==> src/rtl/uart_rx_fifo.sv <==
// UART receiver with a first-word-fall-through receive FIFO.
// The rx line is oversampled and resynchronised. Each frame is deserialised
// LSB first, with optional parity and 1 or 2 stop bits. Good words are
// buffered for a valid/ready consumer.
// Ports:
//   i_clk, i_rst   clock and synchronous active-high reset
//   i_rx           asynchronous serial line, idle high
//   o_data         FIFO head word, meaningful while o_valid = 1
//   o_valid        FIFO non-empty
//   i_ready        pops the head word when o_valid && i_ready
//   o_level        FIFO occupancy
//   o_frame_err    one-cycle pulse: a stop bit was sampled low
//   o_parity_err   one-cycle pulse: parity mismatch, word dropped
//   o_overrun      one-cycle pulse: FIFO full, word dropped
module uart_rx_fifo #(
  parameter int unsigned CLKS_PER_BIT = 868,
  parameter int unsigned DATA_BITS    = 8,
  parameter int unsigned PARITY       = 0,
  parameter int unsigned STOP_BITS    = 1,
  parameter int unsigned FIFO_DEPTH   = 4
) (
  input  logic                              i_clk,
  input  logic                              i_rst,
  input  logic                              i_rx,
  output logic [DATA_BITS-1:0]              o_data,
  output logic                              o_valid,
  input  logic                              i_ready,
  output logic [$clog2(FIFO_DEPTH+1)-1:0]   o_level,
  output logic                              o_frame_err,
  output logic                              o_parity_err,
  output logic                              o_overrun
);

  localparam int unsigned CW = $clog2(CLKS_PER_BIT);
  localparam int unsigned BW = $clog2(DATA_BITS + 1);
  localparam int unsigned PW = $clog2(FIFO_DEPTH);
  localparam int unsigned LW = $clog2(FIFO_DEPTH + 1);
  localparam logic [CW-1:0] HALF_M1 = CW'(CLKS_PER_BIT / 2 - 1);
  localparam logic [CW-1:0] FULL_M1 = CW'(CLKS_PER_BIT - 1);

  typedef enum logic [2:0] {
    S_IDLE, S_START, S_DATA, S_PARITY, S_STOP, S_BREAK
  } state_e;

  state_e               state_q, state_d;
  logic                 rx_meta_q, rxs_q, rxs_prev_q;
  logic [CW-1:0]        cnt_q, cnt_d;
  logic [BW-1:0]        bit_q, bit_d;
  logic [DATA_BITS-1:0] shift_q, shift_d;
  logic                 par_q, par_d;
  logic                 frame_err_q, frame_err_d;
  logic                 parity_err_q, parity_err_d;
  logic                 overrun_q, overrun_d;
  logic [DATA_BITS-1:0] mem_q [FIFO_DEPTH];
  logic [PW-1:0]        wr_ptr_q, rd_ptr_q;
  logic [LW-1:0]        level_q;

  logic tick_c, commit_c, par_ok_c, data_xor_c, pop_c, push_c, full_c;

  assign tick_c = (cnt_q == '0);

  // Receive FSM: each sample is taken when the bit-period counter expires.
  always_comb begin
    state_d     = state_q;
    cnt_d       = cnt_q;
    bit_d       = bit_q;
    shift_d     = shift_q;
    par_d       = par_q;
    commit_c    = 1'b0;
    frame_err_d = 1'b0;
    case (state_q)
      S_IDLE: begin
        if (rxs_prev_q && !rxs_q) begin
          state_d = S_START;
          cnt_d   = HALF_M1;
          bit_d   = '0;
        end
      end
      S_START: begin
        if (tick_c) begin
          cnt_d   = FULL_M1;
          state_d = rxs_q ? S_IDLE : S_DATA;
        end else begin
          cnt_d = cnt_q - CW'(1);
        end
      end
      S_DATA: begin
        if (tick_c) begin
          cnt_d   = FULL_M1;
          shift_d = {rxs_q, shift_q[DATA_BITS-1:1]};
          if (bit_q == BW'(DATA_BITS - 1)) begin
            bit_d   = '0;
            state_d = (PARITY != 0) ? S_PARITY : S_STOP;
          end else begin
            bit_d = bit_q + BW'(1);
          end
        end else begin
          cnt_d = cnt_q - CW'(1);
        end
      end
      S_PARITY: begin
        if (tick_c) begin
          cnt_d   = FULL_M1;
          par_d   = rxs_q;
          state_d = S_STOP;
        end else begin
          cnt_d = cnt_q - CW'(1);
        end
      end
      S_STOP: begin
        if (tick_c) begin
          cnt_d = FULL_M1;
          if (!rxs_q) begin
            frame_err_d = 1'b1;
            state_d     = S_BREAK;
          end else if (bit_q == BW'(STOP_BITS - 1)) begin
            commit_c = 1'b1;
            state_d  = S_IDLE;
          end else begin
            bit_d = bit_q + BW'(1);
          end
        end else begin
          cnt_d = cnt_q - CW'(1);
        end
      end
      S_BREAK: begin
        // A held-low line must return high before a new start edge counts.
        if (rxs_q) state_d = S_IDLE;
      end
      default: state_d = S_IDLE;
    endcase
  end

  // Commit decision: parity first, then FIFO space (a same-cycle pop frees a slot).
  assign data_xor_c   = (^shift_q) ^ par_q;
  assign par_ok_c     = (PARITY == 1) ? data_xor_c :
                        (PARITY == 2) ? !data_xor_c : 1'b1;
  assign full_c       = (level_q == LW'(FIFO_DEPTH));
  assign pop_c        = (level_q != '0) && i_ready;
  assign push_c       = commit_c && par_ok_c && (!full_c || pop_c);
  assign parity_err_d = commit_c && !par_ok_c;
  assign overrun_d    = commit_c && par_ok_c && full_c && !pop_c;

  // Synchroniser, FSM registers and FIFO storage.
  always_ff @(posedge i_clk) begin
    if (i_rst) begin
      rx_meta_q    <= 1'b1;
      rxs_q        <= 1'b1;
      rxs_prev_q   <= 1'b1;
      state_q      <= S_IDLE;
      cnt_q        <= '0;
      bit_q        <= '0;
      shift_q      <= '0;
      par_q        <= 1'b0;
      frame_err_q  <= 1'b0;
      parity_err_q <= 1'b0;
      overrun_q    <= 1'b0;
      wr_ptr_q     <= '0;
      rd_ptr_q     <= '0;
      level_q      <= '0;
      for (int unsigned i = 0; i < FIFO_DEPTH; i++) mem_q[i] <= '0;
    end else begin
      rx_meta_q    <= i_rx;
      rxs_q        <= rx_meta_q;
      rxs_prev_q   <= rxs_q;
      state_q      <= state_d;
      cnt_q        <= cnt_d;
      bit_q        <= bit_d;
      shift_q      <= shift_d;
      par_q        <= par_d;
      frame_err_q  <= frame_err_d;
      parity_err_q <= parity_err_d;
      overrun_q    <= overrun_d;
      if (push_c) begin
        mem_q[wr_ptr_q] <= shift_q;
        wr_ptr_q        <= wr_ptr_q + PW'(1);
      end
      if (pop_c) rd_ptr_q <= rd_ptr_q + PW'(1);
      if (push_c && !pop_c)      level_q <= level_q + LW'(1);
      else if (!push_c && pop_c) level_q <= level_q - LW'(1);
    end
  end

  assign o_data       = mem_q[rd_ptr_q];
  assign o_valid      = (level_q != '0);
  assign o_level      = level_q;
  assign o_frame_err  = frame_err_q;
  assign o_parity_err = parity_err_q;
  assign o_overrun    = overrun_q;

endmodule
==> config.mk <==
export PLATFORM = sky130hd
export DESIGN_NAME = uart_rx_fifo
export DESIGN_NICKNAME = d
export VERILOG_FILES = /design/src/rtl/uart_rx_fifo.sv
export SDC_FILE = /design/constraint.sdc
export NUM_CORES = 1
export LEC_CHECK = 0
export ABC_AREA = 1
export CAP_MARGIN = 40
export CORE_MARGIN = 2
export CORE_UTILIZATION = 40
export CTS_BUF_LIST = sky130_fd_sc_hd__clkbuf_8 sky130_fd_sc_hd__clkbuf_16
export DETAILED_ROUTE_END_ITERATION = 16
export PLACE_DENSITY = 0.68
export SYNTH_ARGS = -nofsm -noshare
export SYNTH_HDL_FRONTEND = slang
export SYNTH_SLANG_ARGS = --single-unit
==> constraint.sdc <==
create_clock -name i_clk -period 3.2 [get_ports i_clk]
set_input_delay 0.96 -clock i_clk [delete_from_list [all_inputs] [get_ports i_clk]]
set_output_delay 0.96 -clock i_clk [all_outputs]
set_load 0.02 [all_outputs]
==> reports/results.txt, run 1 <==
worst path bufs/invs -> 2
maximum vdd drop -> 0.000556 V
Clock Tree Buf Depth -> 2
crit-path max FO -> 16
pwr/cell area -> 922 mW/mm2
max reg flops -> 32
GR Util met1 -> 18.3%
H-tree levels -> 3
overall power -> 3.63 mW
# setup viols final -> 0
Met1 Routed Length -> 3220 um
most frequent logic cell in the layout -> nor2_1
number of diodes -> 0
Final nets -> 449
slowest library cell on the worst path -> clkdlybuf4s50_1
status -> finished clean
Final min period -> 2920 ps
wire per inst -> 12.5 um
Worst-path clk slew -> 70 ps
total tool warning count -> 28
largest family of logic cells by area -> simple AND/OR/NAND/NOR gates
largest net degree at the start of global routing -> 27
Yosys chip area -> 0.00343 mm2
CTS tree -> done
Comb area share -> 37.8%
Logic area -> 0.00149 mm2
Largest stage delay, worst path -> 630 ps
Seq share, synth -> 50.7%
Die W -> 96.7 um
first-pass GRT wire length -> 11700 um
Largest Pwr Group -> combinational logic
Setup crit end -> o_data[2]
CP delay by family, top -> buffers and inverters
setup slack at placement -> 171 ps
clock skew -> 10.1 ps
Post-synth top cells -> nor2_1 (88), nand2_1 (66), o21ai_0 (40), dfxtp_1 (39), inv_1 (36)
sw power -> 1.58 mW
most common cell in the netlist -> nor2_1
Starting DRT DRC Count -> 96
Max Used Layer -> met4
Final HPWL DP -> 4940 um
Post-CTS Setup Bufs -> 0
core box area -> 0.00826 mm2
Mapped Nets -> 424
flop share of the area -> 44.3%
clock buf count -> 9
final max-slew violation count -> 0
final hold slack -> 418 ps
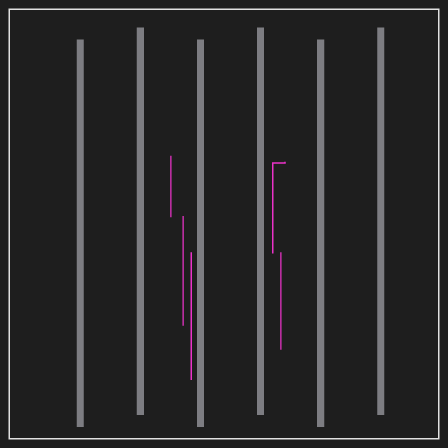
(run_1/met4.png)
Supply wires on this layer in grey.
main direction = vertical
share of all routed wire = 1.6%
longest straight run = 28.6 um
wire length on this layer = 112 um
vias: 2731
drt total wl: 6890 um

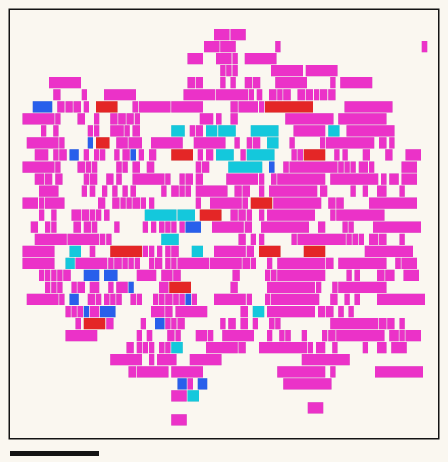
(run_1/drive_strength.png)
The bar under the picture is 20 um long.
drive 2 -> blue  # cells 16, most used inv_2
drive 3 to 4 -> cyan  # cells 18, most used buf_4
drive 1 or less -> magenta  # cells 398, most used nor2_1
drive 6 and up -> red  # cells 12, most used clkbuf_8
Synth-to-Final Area Change: 14.6%
setup ws final: 284 ps
Non-CTS buffers: 22

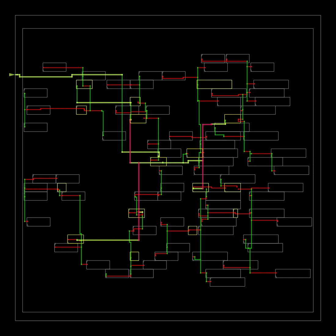
(run_1/final_clocks.png)
worst-skew pair later-pin latency: 350 ps
Clk. pwr: 705 uW
total CTS buffers: 9
# clock sinks: 71
seq_cells: 71

==> inputs of run 2 (changes only) <==
- ABC_CLOCK_PERIOD_IN_PS: unset -> 3200
- CTS_BUF_LIST: sky130_fd_sc_hd__clkbuf_8 sky130_fd_sc_hd__clkbuf_16 -> sky130_fd_sc_hd__clkbuf_8
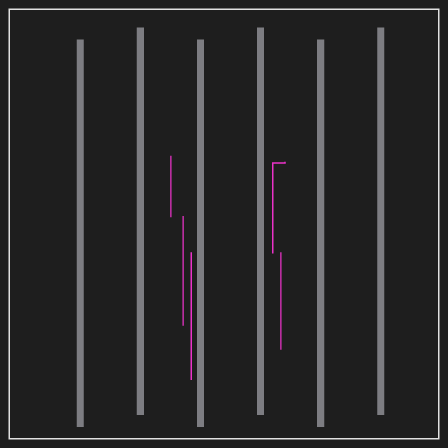
(run_2/met4.png)
Supply wires on this layer in grey.
longest straight run = 28.6 um
share of all routed wire = 1.6%
wire length on this layer = 112 um
nets with wire on the layer = 3
main direction = vertical

==> run 2 against run 1 <==
Compared with the run above: final area unchanged; sequential power barely moved; critical path depth did not move; fmax did not move; critical endpoint unchanged; largest cell class unchanged.
==> reports/results.txt, run 2 <==
# clock sinks -> 71
status -> finished clean
seq_cells -> 71
Setup crit end -> o_data[2]
vias -> 2731
max reg flops -> 32
Largest Pwr Group -> combinational logic
core box area -> 0.00826 mm2
worst path bufs/invs -> 2
largest family of logic cells by area -> simple AND/OR/NAND/NOR gates
worst-skew pair later-pin latency -> 350 ps
clock buf count -> 9
most common cell in the netlist -> nor2_1
Final nets -> 449
CP delay by family, top -> buffers and inverters
Starting DRT DRC Count -> 96
maximum vdd drop -> 0.000556 V
GR Util met1 -> 18.3%
slowest library cell on the worst path -> clkdlybuf4s50_1
Non-CTS buffers -> 22
setup ws final -> 284 ps
final max-slew violation count -> 0
CTS tree -> done
setup slack at placement -> 171 ps
Logic area -> 0.00149 mm2
# setup viols final -> 0
Worst-path clk slew -> 70 ps
Comb area share -> 37.8%
Yosys chip area -> 0.00343 mm2
Mapped Nets -> 424
Die W -> 96.7 um
Synth-to-Final Area Change -> 14.6%
wire per inst -> 12.5 um
Final ANT Viol Nets -> 0
overall power -> 3.63 mW
FILL cells -> 815
Post-CTS Setup Bufs -> 0
clock skew -> 10.1 ps
Max Used Layer -> met4
final hold slack -> 418 ps
H-tree levels -> 3
# DRC -> 0
Largest stage delay, worst path -> 630 ps
flop share of the area -> 44.3%
most frequent logic cell in the layout -> nor2_1
Clk. pwr -> 705 uW
drt total wl -> 6890 um
Clock Tree Buf Depth -> 2
total CTS buffers -> 9
setup TNS -> 0 ps
==> inputs of run 3 (changes only) <==
- HOLD_SLACK_MARGIN: unset -> 0.1
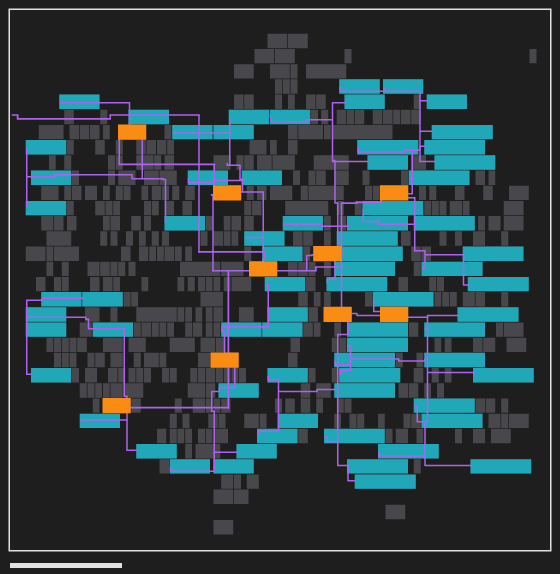
(run_3/clock_map.png)
The bar under the picture is 20 um long.
cells driving clock nets -> orange  # count 9
flip-flops -> cyan  # count 71
clock wires -> purple  # length 845 um
routed clock nets = 10
flops lie = widely spread
clock skew: 10.1 ps
Clock power frac: 19.4%

==> run 3 against run 2 <==
Compared with the run above: clock skew unchanged; sequential share of layout area unchanged; largest power group unchanged; critical path depth is the same; non-clock buffer count unchanged; final area stayed put; via count did not move; hold slack stayed put; routed wire length is the same; synthesized cell count did not move; fmax stayed put; die area did not move; power did not move.
==> reports/results.txt, run 3 <==
Final nets -> 449
slowest library cell on the worst path -> clkdlybuf4s50_1
Post-synth top cells -> nor2_1 (88), nand2_1 (66), o21ai_0 (40), dfxtp_1 (39), inv_1 (36)
overall power -> 3.63 mW
CP delay by family, top -> buffers and inverters
most frequent cells in the layout -> nor2_1 (88), nand2_1 (66), o21ai_0 (40), dfxtp_1 (39), inv_1 (37)
Seq share, synth -> 50.7%
Largest Pwr Group -> combinational logic
vias -> 2731
total tool warning count -> 28
max reg flops -> 32
fp util -> 41.6%
core box area -> 0.00826 mm2
# DRC -> 0
most common cell in the netlist -> nor2_1
GR Util met1 -> 18.3%
largest family of logic cells by area -> simple AND/OR/NAND/NOR gates
H-tree levels -> 3
flop share of the area -> 44.3%
biggest area cells -> edfxtp_1 (28%), dfxtp_1 (23%), nor2_1 (9.6%), nand2_1 (7.2%), o21ai_0 (5.8%)
combinational share of power -> 46.9%
Worst Hold Class -> flop to flop
grt total ovfl -> 0
Final HPWL DP -> 4940 um
Post-CTS Setup Bufs -> 0
number of diodes -> 0
yosys adder share -> 2.40%
setup ws final -> 284 ps
first-pass GRT wire length -> 11700 um
final max-slew violation count -> 0
# setup viols final -> 0
Largest area class, layout -> sequential cells
Setup crit end -> o_data[2]
status -> finished clean
Non-CTS buffers -> 22
maximum vdd drop -> 0.000556 V
root buffer cell -> clkbuf_8
total CTS buffers -> 9
worst-skew pair later-pin latency -> 350 ps
FILL cells -> 815
drt total wl -> 6890 um
Clock Tree Buf Depth -> 2
Yosys chip area -> 0.00343 mm2
Met1 Routed Length -> 3220 um
Logic area -> 0.00149 mm2
Starting DRT DRC Count -> 96
Area leader share -> 28.0%
Final ANT Viol Nets -> 0
multi-input gates -> 291
worst reg2reg path endpoint -> o_level[2]
worst path bufs/invs -> 2
setup slack at placement -> 171 ps
most frequent logic cell in the layout -> nor2_1
largest registers -> mem_q: 32 flops, cnt_q: 10 flops, shift_q: 8 flops
Largest stage delay, worst path -> 630 ps
wire per inst -> 12.5 um
internal power -> 2.05 mW
final hold slack -> 418 ps
crit share post-route -> 91.1%
# clock sinks -> 71
Clk. pwr -> 705 uW
clock buf count -> 9
Max Used Layer -> met4
crit-path max FO -> 16
pwr/cell area -> 922 mW/mm2
Cell Type Count -> 39
seq_cells -> 71
Die W -> 96.7 um
setup TNS -> 0 ps
FF+latch area -> 0.00174 mm2
Comb area share -> 37.8%
Mapped Nets -> 424
Worst-path clk slew -> 70 ps
CTS tree -> done
post-cts sizing count -> 0
sw power -> 1.58 mW
Synth-to-Final Area Change -> 14.6%
Final min period -> 2920 ps
largest net degree at the start of global routing -> 27
Power and IR drop assume default switching activity.
